### src/rtl/instmem_loader_if.sv
// Host-link byte stream and ROM write port used by instmem_loader.
// master: the loader side (consumes bytes, drives write requests).
// slave:  the environment side (byte source plus ROM write port).
interface instmem_loader_if #(
    parameter int ADDR_BITS = 11,
    parameter int MEM_WIDTH = 16
);
    logic [7:0]           rx_data;
    logic                 rx_valid;
    logic                 rx_ready;
    logic                 wr_en;
    logic                 wr_ready;
    logic                 wr_isr;
    logic [ADDR_BITS-1:0] wr_addr;
    logic [MEM_WIDTH-1:0] wr_data;

    modport master (
        input  rx_data, rx_valid, wr_ready,
        output rx_ready, wr_en, wr_isr, wr_addr, wr_data
    );

    modport slave (
        output rx_data, rx_valid, wr_ready,
        input  rx_ready, wr_en, wr_isr, wr_addr, wr_data
    );
endinterface

### src/rtl/instmem_loader.sv
// instmem_loader: byte-stream loader for the main and ISR instruction ROMs.
// Frame: TARGET, LEN_LO, LEN_HI, then 2*N data bytes (low byte first).
// The core is held in stall while a frame is loading.
// Optional feature macro: LOADER_CHECKSUM_EN -- when defined, a trailing CHK
// byte (XOR of all data bytes) is required; a mismatch flags err, no done.
module instmem_loader #(
    parameter int MEM_DEPTH = 2048,
    parameter int ADDR_BITS = 11,
    parameter int MEM_WIDTH = 16
) (
    input  logic               clk,
    input  logic               nrst,
    instmem_loader_if.master   bus,
    output logic               core_hold,
    output logic               done,
    output logic               err
);

    typedef enum logic [2:0] {
        S_IDLE,
        S_LEN_LO,
        S_LEN_HI,
        S_DATA_LO,
        S_DATA_HI,
`ifdef LOADER_CHECKSUM_EN
        S_CHK,
`endif
        S_FINISH
    } state_t;

    // State entered once the payload (or an empty payload) has been consumed.
`ifdef LOADER_CHECKSUM_EN
    localparam state_t S_AFTER_DATA = S_CHK;
`else
    localparam state_t S_AFTER_DATA = S_FINISH;
`endif

    localparam logic [16:0]          DEPTH_W = 17'(MEM_DEPTH);
    localparam logic [ADDR_BITS:0]   REM_ONE = (ADDR_BITS+1)'(1);
    localparam logic [ADDR_BITS-1:0] ADDR_ONE = ADDR_BITS'(1);

    state_t                 state_reg, state_next;
    logic                   rx_ready_reg, rx_ready_next;
    logic                   wr_en_reg, wr_en_next;
    logic                   wr_isr_reg, wr_isr_next;
    logic [ADDR_BITS-1:0]   wr_addr_reg, wr_addr_next;
    logic [MEM_WIDTH-1:0]   wr_data_reg, wr_data_next;
    logic                   core_hold_reg, core_hold_next;
    logic                   done_reg, done_next;
    logic                   err_reg, err_next;
    logic                   target_reg, target_next;
    logic [7:0]             len_lo_reg, len_lo_next;
    logic [7:0]             lo_byte_reg, lo_byte_next;
    logic [ADDR_BITS-1:0]   addr_cnt_reg, addr_cnt_next;
    logic [ADDR_BITS:0]     remain_reg, remain_next;
`ifdef LOADER_CHECKSUM_EN
    logic [7:0]             chk_reg, chk_next;
`endif

    logic        accept;
    logic        wr_done;
    logic        wr_free;
    logic [15:0] len_word;

    assign accept   = bus.rx_valid && rx_ready_reg;
    assign wr_done  = wr_en_reg && bus.wr_ready;
    // No write outstanding after this cycle.
    assign wr_free  = !wr_en_reg || bus.wr_ready;
    assign len_word = {bus.rx_data, len_lo_reg};

    // Next-state and registered-output logic for the frame parser.
    always_comb begin
        state_next     = state_reg;
        wr_en_next     = wr_en_reg;
        wr_isr_next    = wr_isr_reg;
        wr_addr_next   = wr_addr_reg;
        wr_data_next   = wr_data_reg;
        core_hold_next = core_hold_reg;
        done_next      = 1'b0;
        err_next       = err_reg;
        target_next    = target_reg;
        len_lo_next    = len_lo_reg;
        lo_byte_next   = lo_byte_reg;
        addr_cnt_next  = addr_cnt_reg;
        remain_next    = remain_reg;
`ifdef LOADER_CHECKSUM_EN
        chk_next       = chk_reg;
`endif

        // The write request drops once the ROM port takes it.
        if (wr_done) begin
            wr_en_next = 1'b0;
        end

        case (state_reg)
            S_IDLE: begin
                if (accept) begin
                    if (bus.rx_data <= 8'd1) begin
                        target_next    = bus.rx_data[0];
                        // Leave wr_isr alone while a previous write is still pending.
                        if (wr_free) begin
                            wr_isr_next = bus.rx_data[0];
                        end
                        err_next       = 1'b0;
                        core_hold_next = 1'b1;
                        state_next     = S_LEN_LO;
                    end else begin
                        err_next = 1'b1;
                    end
                end
            end

            S_LEN_LO: begin
                if (accept) begin
                    len_lo_next = bus.rx_data;
                    state_next  = S_LEN_HI;
                end
            end

            S_LEN_HI: begin
                if (accept) begin
`ifdef LOADER_CHECKSUM_EN
                    chk_next = 8'd0;
`endif
                    if ({1'b0, len_word} > DEPTH_W) begin
                        err_next       = 1'b1;
                        core_hold_next = 1'b0;
                        state_next     = S_IDLE;
                    end else if (len_word == 16'd0) begin
                        state_next = S_AFTER_DATA;
                    end else begin
                        addr_cnt_next = '0;
                        remain_next   = len_word[ADDR_BITS:0];
                        state_next    = S_DATA_LO;
                    end
                end
            end

            S_DATA_LO: begin
                if (accept) begin
                    lo_byte_next = bus.rx_data;
`ifdef LOADER_CHECKSUM_EN
                    chk_next     = chk_reg ^ bus.rx_data;
`endif
                    state_next   = S_DATA_HI;
                end
            end

            S_DATA_HI: begin
                // rx_ready is only high here when no write is outstanding.
                if (accept) begin
                    wr_en_next    = 1'b1;
                    wr_isr_next   = target_reg;
                    wr_addr_next  = addr_cnt_reg;
                    wr_data_next  = MEM_WIDTH'({bus.rx_data, lo_byte_reg});
                    addr_cnt_next = addr_cnt_reg + ADDR_ONE;
                    remain_next   = remain_reg - REM_ONE;
`ifdef LOADER_CHECKSUM_EN
                    chk_next      = chk_reg ^ bus.rx_data;
`endif
                    state_next    = (remain_reg == REM_ONE) ? S_AFTER_DATA : S_DATA_LO;
                end
            end

`ifdef LOADER_CHECKSUM_EN
            S_CHK: begin
                if (accept) begin
                    if (bus.rx_data != chk_reg) begin
                        err_next       = 1'b1;
                        core_hold_next = 1'b0;
                        state_next     = S_IDLE;
                    end else if (wr_free) begin
                        done_next      = 1'b1;
                        core_hold_next = 1'b0;
                        state_next     = S_IDLE;
                    end else begin
                        state_next = S_FINISH;
                    end
                end
            end
`endif

            S_FINISH: begin
                if (wr_free) begin
                    done_next      = 1'b1;
                    core_hold_next = 1'b0;
                    state_next     = S_IDLE;
                end
            end

            default: begin
                state_next = S_IDLE;
            end
        endcase

        // Stall the byte stream only while a complete halfword would have to wait.
        rx_ready_next = (state_next != S_FINISH) &&
                        !((state_next == S_DATA_HI) && wr_en_next);
    end

    // State and output registers with asynchronous active-low reset.
    always_ff @(posedge clk or negedge nrst) begin
        if (!nrst) begin
            state_reg     <= S_IDLE;
            rx_ready_reg  <= 1'b0;
            wr_en_reg     <= 1'b0;
            wr_isr_reg    <= 1'b0;
            wr_addr_reg   <= '0;
            wr_data_reg   <= '0;
            core_hold_reg <= 1'b0;
            done_reg      <= 1'b0;
            err_reg       <= 1'b0;
            target_reg    <= 1'b0;
            len_lo_reg    <= '0;
            lo_byte_reg   <= '0;
            addr_cnt_reg  <= '0;
            remain_reg    <= '0;
`ifdef LOADER_CHECKSUM_EN
            chk_reg       <= '0;
`endif
        end else begin
            state_reg     <= state_next;
            rx_ready_reg  <= rx_ready_next;
            wr_en_reg     <= wr_en_next;
            wr_isr_reg    <= wr_isr_next;
            wr_addr_reg   <= wr_addr_next;
            wr_data_reg   <= wr_data_next;
            core_hold_reg <= core_hold_next;
            done_reg      <= done_next;
            err_reg       <= err_next;
            target_reg    <= target_next;
            len_lo_reg    <= len_lo_next;
            lo_byte_reg   <= lo_byte_next;
            addr_cnt_reg  <= addr_cnt_next;
            remain_reg    <= remain_next;
`ifdef LOADER_CHECKSUM_EN
            chk_reg       <= chk_next;
`endif
        end
    end

    assign bus.rx_ready = rx_ready_reg;
    assign bus.wr_en    = wr_en_reg;
    assign bus.wr_isr   = wr_isr_reg;
    assign bus.wr_addr  = wr_addr_reg;
    assign bus.wr_data  = wr_data_reg;
    assign core_hold    = core_hold_reg;
    assign done         = done_reg;
    assign err          = err_reg;

endmodule

### src/flat_wrapper.sv
// flat-port wrapper written by rule: the top's interface ports become plain ports
module instmem_loader_flat 
#(
    parameter int MEM_DEPTH = 2048,
    parameter int ADDR_BITS = 11,
    parameter int MEM_WIDTH = 16
)
  (clk, nrst, core_hold, done, err, bus_rx_data, bus_rx_valid, bus_wr_ready, bus_rx_ready, bus_wr_en, bus_wr_isr, bus_wr_addr, bus_wr_data);
  instmem_loader_if #(.ADDR_BITS(ADDR_BITS), .MEM_WIDTH(MEM_WIDTH)) bus_i ();
  input  logic clk;
  input  logic nrst;
  output logic core_hold;
  output logic done;
  output logic err;
  input wire logic [$bits(bus_i.rx_data)-1:0] bus_rx_data;
  input wire logic [$bits(bus_i.rx_valid)-1:0] bus_rx_valid;
  input wire logic [$bits(bus_i.wr_ready)-1:0] bus_wr_ready;
  output wire logic [$bits(bus_i.rx_ready)-1:0] bus_rx_ready;
  output wire logic [$bits(bus_i.wr_en)-1:0] bus_wr_en;
  output wire logic [$bits(bus_i.wr_isr)-1:0] bus_wr_isr;
  output wire logic [$bits(bus_i.wr_addr)-1:0] bus_wr_addr;
  output wire logic [$bits(bus_i.wr_data)-1:0] bus_wr_data;
  assign bus_i.rx_data = bus_rx_data;
  assign bus_i.rx_valid = bus_rx_valid;
  assign bus_i.wr_ready = bus_wr_ready;
  assign bus_rx_ready = bus_i.rx_ready;
  assign bus_wr_en = bus_i.wr_en;
  assign bus_wr_isr = bus_i.wr_isr;
  assign bus_wr_addr = bus_i.wr_addr;
  assign bus_wr_data = bus_i.wr_data;
  instmem_loader #(.MEM_DEPTH(MEM_DEPTH), .ADDR_BITS(ADDR_BITS), .MEM_WIDTH(MEM_WIDTH)) u_core (.clk(clk), .nrst(nrst), .bus(bus_i), .core_hold(core_hold), .done(done), .err(err));
endmodule
### config.mk
export PLATFORM = sky130hd
export DESIGN_NAME = instmem_loader_flat
export DESIGN_NICKNAME = d
export VERILOG_FILES = /design/src/rtl/instmem_loader_if.sv /design/src/rtl/instmem_loader.sv /design/src/flat_wrapper.sv
export SDC_FILE = /design/constraint.sdc
export NUM_CORES = 1
export LEC_CHECK = 0
export CAP_MARGIN = 10
export CORE_MARGIN = 8
export CORE_UTILIZATION = 35
export CTS_BUF_LIST = sky130_fd_sc_hd__clkbuf_4
export CTS_CLUSTER_DIAMETER = 80
export CTS_CLUSTER_SIZE = 25
export DETAILED_ROUTE_END_ITERATION = 16
export SLEW_MARGIN = 25
export SYNTH_ARGS = -nofsm -noshare
export SYNTH_HDL_FRONTEND = slang
export SYNTH_SLANG_ARGS = --single-unit
### constraint.sdc
create_clock -name clk -period 2.7 [get_ports clk]
set_clock_uncertainty 0.15 [all_clocks]
set_input_delay 0.27 -clock clk [delete_from_list [all_inputs] [get_ports clk]]
set_output_delay 0.27 -clock clk [all_outputs]
set_load 0.01 [all_outputs]
**Run 1: port wiring**

Drawn at 4 px/um.
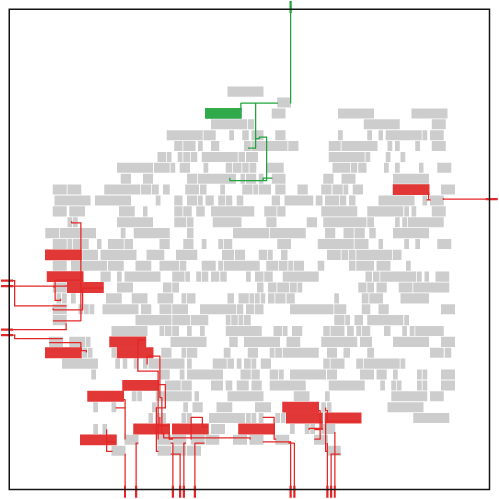
- green: `bus_rx_ready` (direction output; edge top; end cells 1; buffers 1; wire 73.8 um)
- red: `bus_wr_data` (direction output; edge 11 bottom, 4 left, 1 right; end cells 16; buffers 16; wire 475 um)

**Run 1: gate families picked out**

Drawn at 3 px/um.
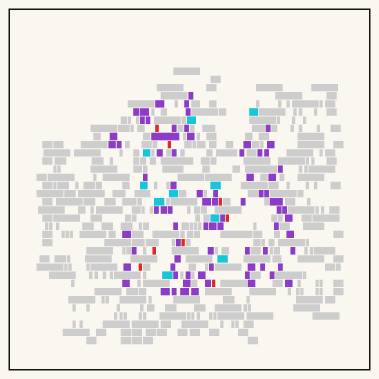
- red: inv cells (cells 8; most used inv_1)
- cyan: non-inverting ao/oa cells (cells 10; most used o22a_2; where centre)
- purple: aoi and oai cells (cells 77; most used a21oi_1)

**Run 1: signal metal coverage by tile**

Drawn at 3 px/um. 24 x 24 tiles, from white (low) to dark blue (high), scaled to the fullest tile. Values are wire area over tile area, all layers added.
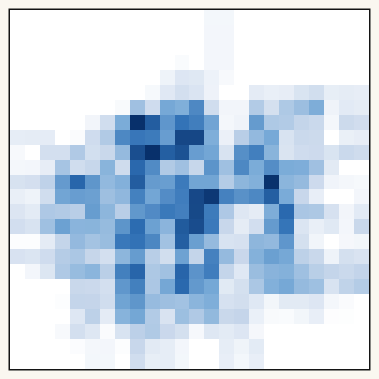
- densest ninth of the die: centre
- tiles over half the peak: 17%
- emptiest ninth of the die: upper left
- nearly empty tiles: 34%
- fullest tile: 0.50

==> summary.txt, run 1 <==
Item: results of the latest flow run.

- The flow ran to the end, and the final reports show no timing, DRC or antenna violations.
- Counting the warning lines in the Yosys log gives 0.
- The kind of capture point of the worst setup path is a flop.
- The net total in the final layout is 458.
- In this run the number of H-tree levels came out at 3.
- The critical path depth in cells is 5.
- The post-synthesis cell area is approximately 0.0038 mm^2.
- The internal portion of the total power is approximately 1.8 mW.
- The number of gates resized after CTS was 0.
- The number of distinct library cell variants in the gate-level netlist after synthesis is 55.
- For this run, the script counts the antenna cells in the layout as 0.
- The final hold violation count recorded for this run is 0.
- The depth of the most critical reg-to-reg path is 5.
- The worst-case max-slew headroom was logged as 0.543.
- TritonCTS built the clock tree.
- The relative contribution of the clock network to total power is 0.348.
- The die boundary width is about 120 um.
- The number of hold buffers added after cts is 1.
- The sequential-to-total area share from yosys stat is 0.505.
- The first global-routing pass estimated 16,900 um of wire.
- Registers take 0.00190 mm^2.
- The number of max-capacitance violations reported is 0.
- The relative area of non-clock buffer cells in the final design is 0.133.
- The fraction of final layout cells with drive strength greater than 1 is 0.141.
- The DRC violations left is 0.
- The flop share of the area is 0.411.
- The cell area after placement is approximately 0.0044 mm^2.
- Summed over all layers, the routed wires come to around 10,000 um.
- Measured against the total synthesized area, the mux share comes to 0.0824.
- The category of cells accounting for the largest share of critical-path delay is multiplexers.
- Once layout is complete, the utilization of the core stands at 0.435.
- According to the cell report, flip-flops and latches in the layout number around 76.
- The highest-utilization routing layer at the global route stage is met2.
- The total number of warnings across the stage logs is 27.
- The area added between synthesis and finish is 23.0%.
- The cell count after placement is 571.
- Endpoints with negative setup slack in the final report add up to 0.
- The highest metal layer carrying signal wires in the routed design is met4.
- The count of input and output buffers is around 44.
- Looking at the critical path, the highest net fanout was 18.
- For this sky-water flow run, the detailed-routed wirelength per cell is reported as 17.1 um.
- The cell-mix breakdown from Yosys lists the compound-gate area share as 0.155.
- The clock-cell share of area is 0.0373.
- The flow inserted 140 tap cells.
==> run 1 -> run 2 <==
Clock period 2.7 ns to 2.3 ns, I/O delays scaled along.
==> run 2 against run 1 <==
Compared with the run above: global-route usage decreased by 0.29 points; non-clock buffer count increased by 14; sequential power increased by 18%; largest power group unchanged; hold slack got worse by 69 ps; first-iteration DRC count increased by 12%; routed wire length decreased by 2.4%; register-to-register slack got worse by 390 ps.
==> summary.txt, run 2 <==
Item: results of the latest flow run.

- The sequential-to-total area share from yosys stat is 0.505.
- After detailed routing, the total wire length is 9820 um.
- The internal portion of the total power is 2.10 mW.
- The post-cts sizing count is 0.
- After detailed placement, the design holds a cell count of about 590.
- Counting distinct cell types in the post-synthesis netlist gives 55.
- In this run the number of H-tree levels came out at 3.
- The and-or/or-and share of the synthesized area is 0.155.
- Of the total standard cell area in the layout, the sequential portion is 0.401.
- Dividing the detail-routed wire length by the instance count gives 16.3 um.
- The sequential cell area is 0.00190 mm^2.
- The count of input and output buffers is 44.
- The maximum fanout along the worst path is 3.
- The end-of-flow timing check tallies setup violations at 0.
- The post-synth register bit count is between 70 and 80.
- The antenna diode count is 0.
- The die height is 120 um.
- The clock-cell share of area is 0.0364.
- The kind of capture point of the worst setup path is a flop.
- Warnings raised by the tools during the run amount to 27.
- The top cell type by total area after synthesis is sky130_fd_sc_hd__dfrtp_1.
- The DRC violations left is 0.
- After detailed routing, no signal wire sits above met4.
- The highest-utilization routing layer at the global route stage is met2.
- There are between 70 and 80 flip-flops and latches.
- The die boundary width is 120 um.
- The depth of the most critical reg-to-reg path is 6.
- The worst max-slew margin expressed relative to the limit is 0.592.
- The first global-routing pass estimated ~16,000 um of wire.
- The critical path runs through a total of 6 cells.
- The flow ran to the end, and the final reports show no timing, DRC or antenna violations.
- For reference, the mux area share after synthesis is 0.0824.
- The fraction of final layout cells with drive strength greater than 1 is 0.175.
- The number of hold buffers added after cts is 1.
- The post-synthesis cell area is 0.00376 mm^2.
- The relative area of non-clock buffer cells in the final design is 0.154.
- The net total in the final layout is around 470.
- The number of max-capacitance violations reported is 0.
- The power report attributes to the clock group a share of 0.344.
- Warnings reported by Yosys during synthesis add up to 0.
**Run 2: clock network drawn from the DEF**

Drawn at 4 px/um.
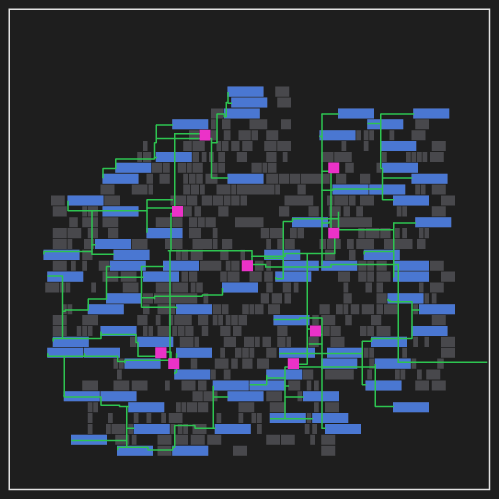
- magenta: clock-net drivers (count 9)
- blue: flip-flops (count 76)
- green: clock wires (length 1,060 um)
- routed clock nets: 10
Worst-Skew Late Latency: 430 ps
Clk. pwr: 1.00 mW

**Run 2: routing congestion**

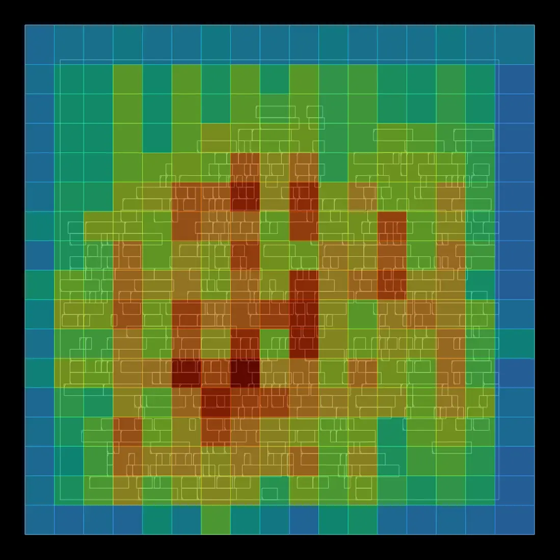
post-layout util: 0.446
met2 capacity usage during global routing: 0.224

**Run 2: signal metal coverage by tile**

Drawn at 3 px/um. 24 x 24 tiles, from white (low) to dark blue (high), scaled to the fullest tile. Values are wire area over tile area, all layers added.
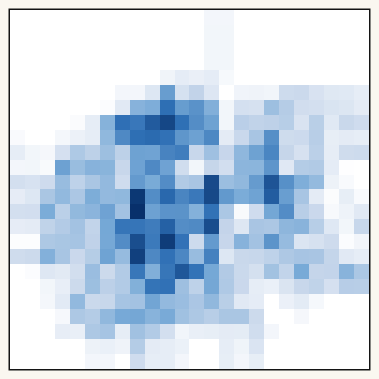
- nearly empty tiles: 33%
- fullest tile: 0.49
- emptiest ninth of the die: upper left
- mean over tiles: 0.11

Power figures rest on the tool's default switching activity, not on a simulated workload.
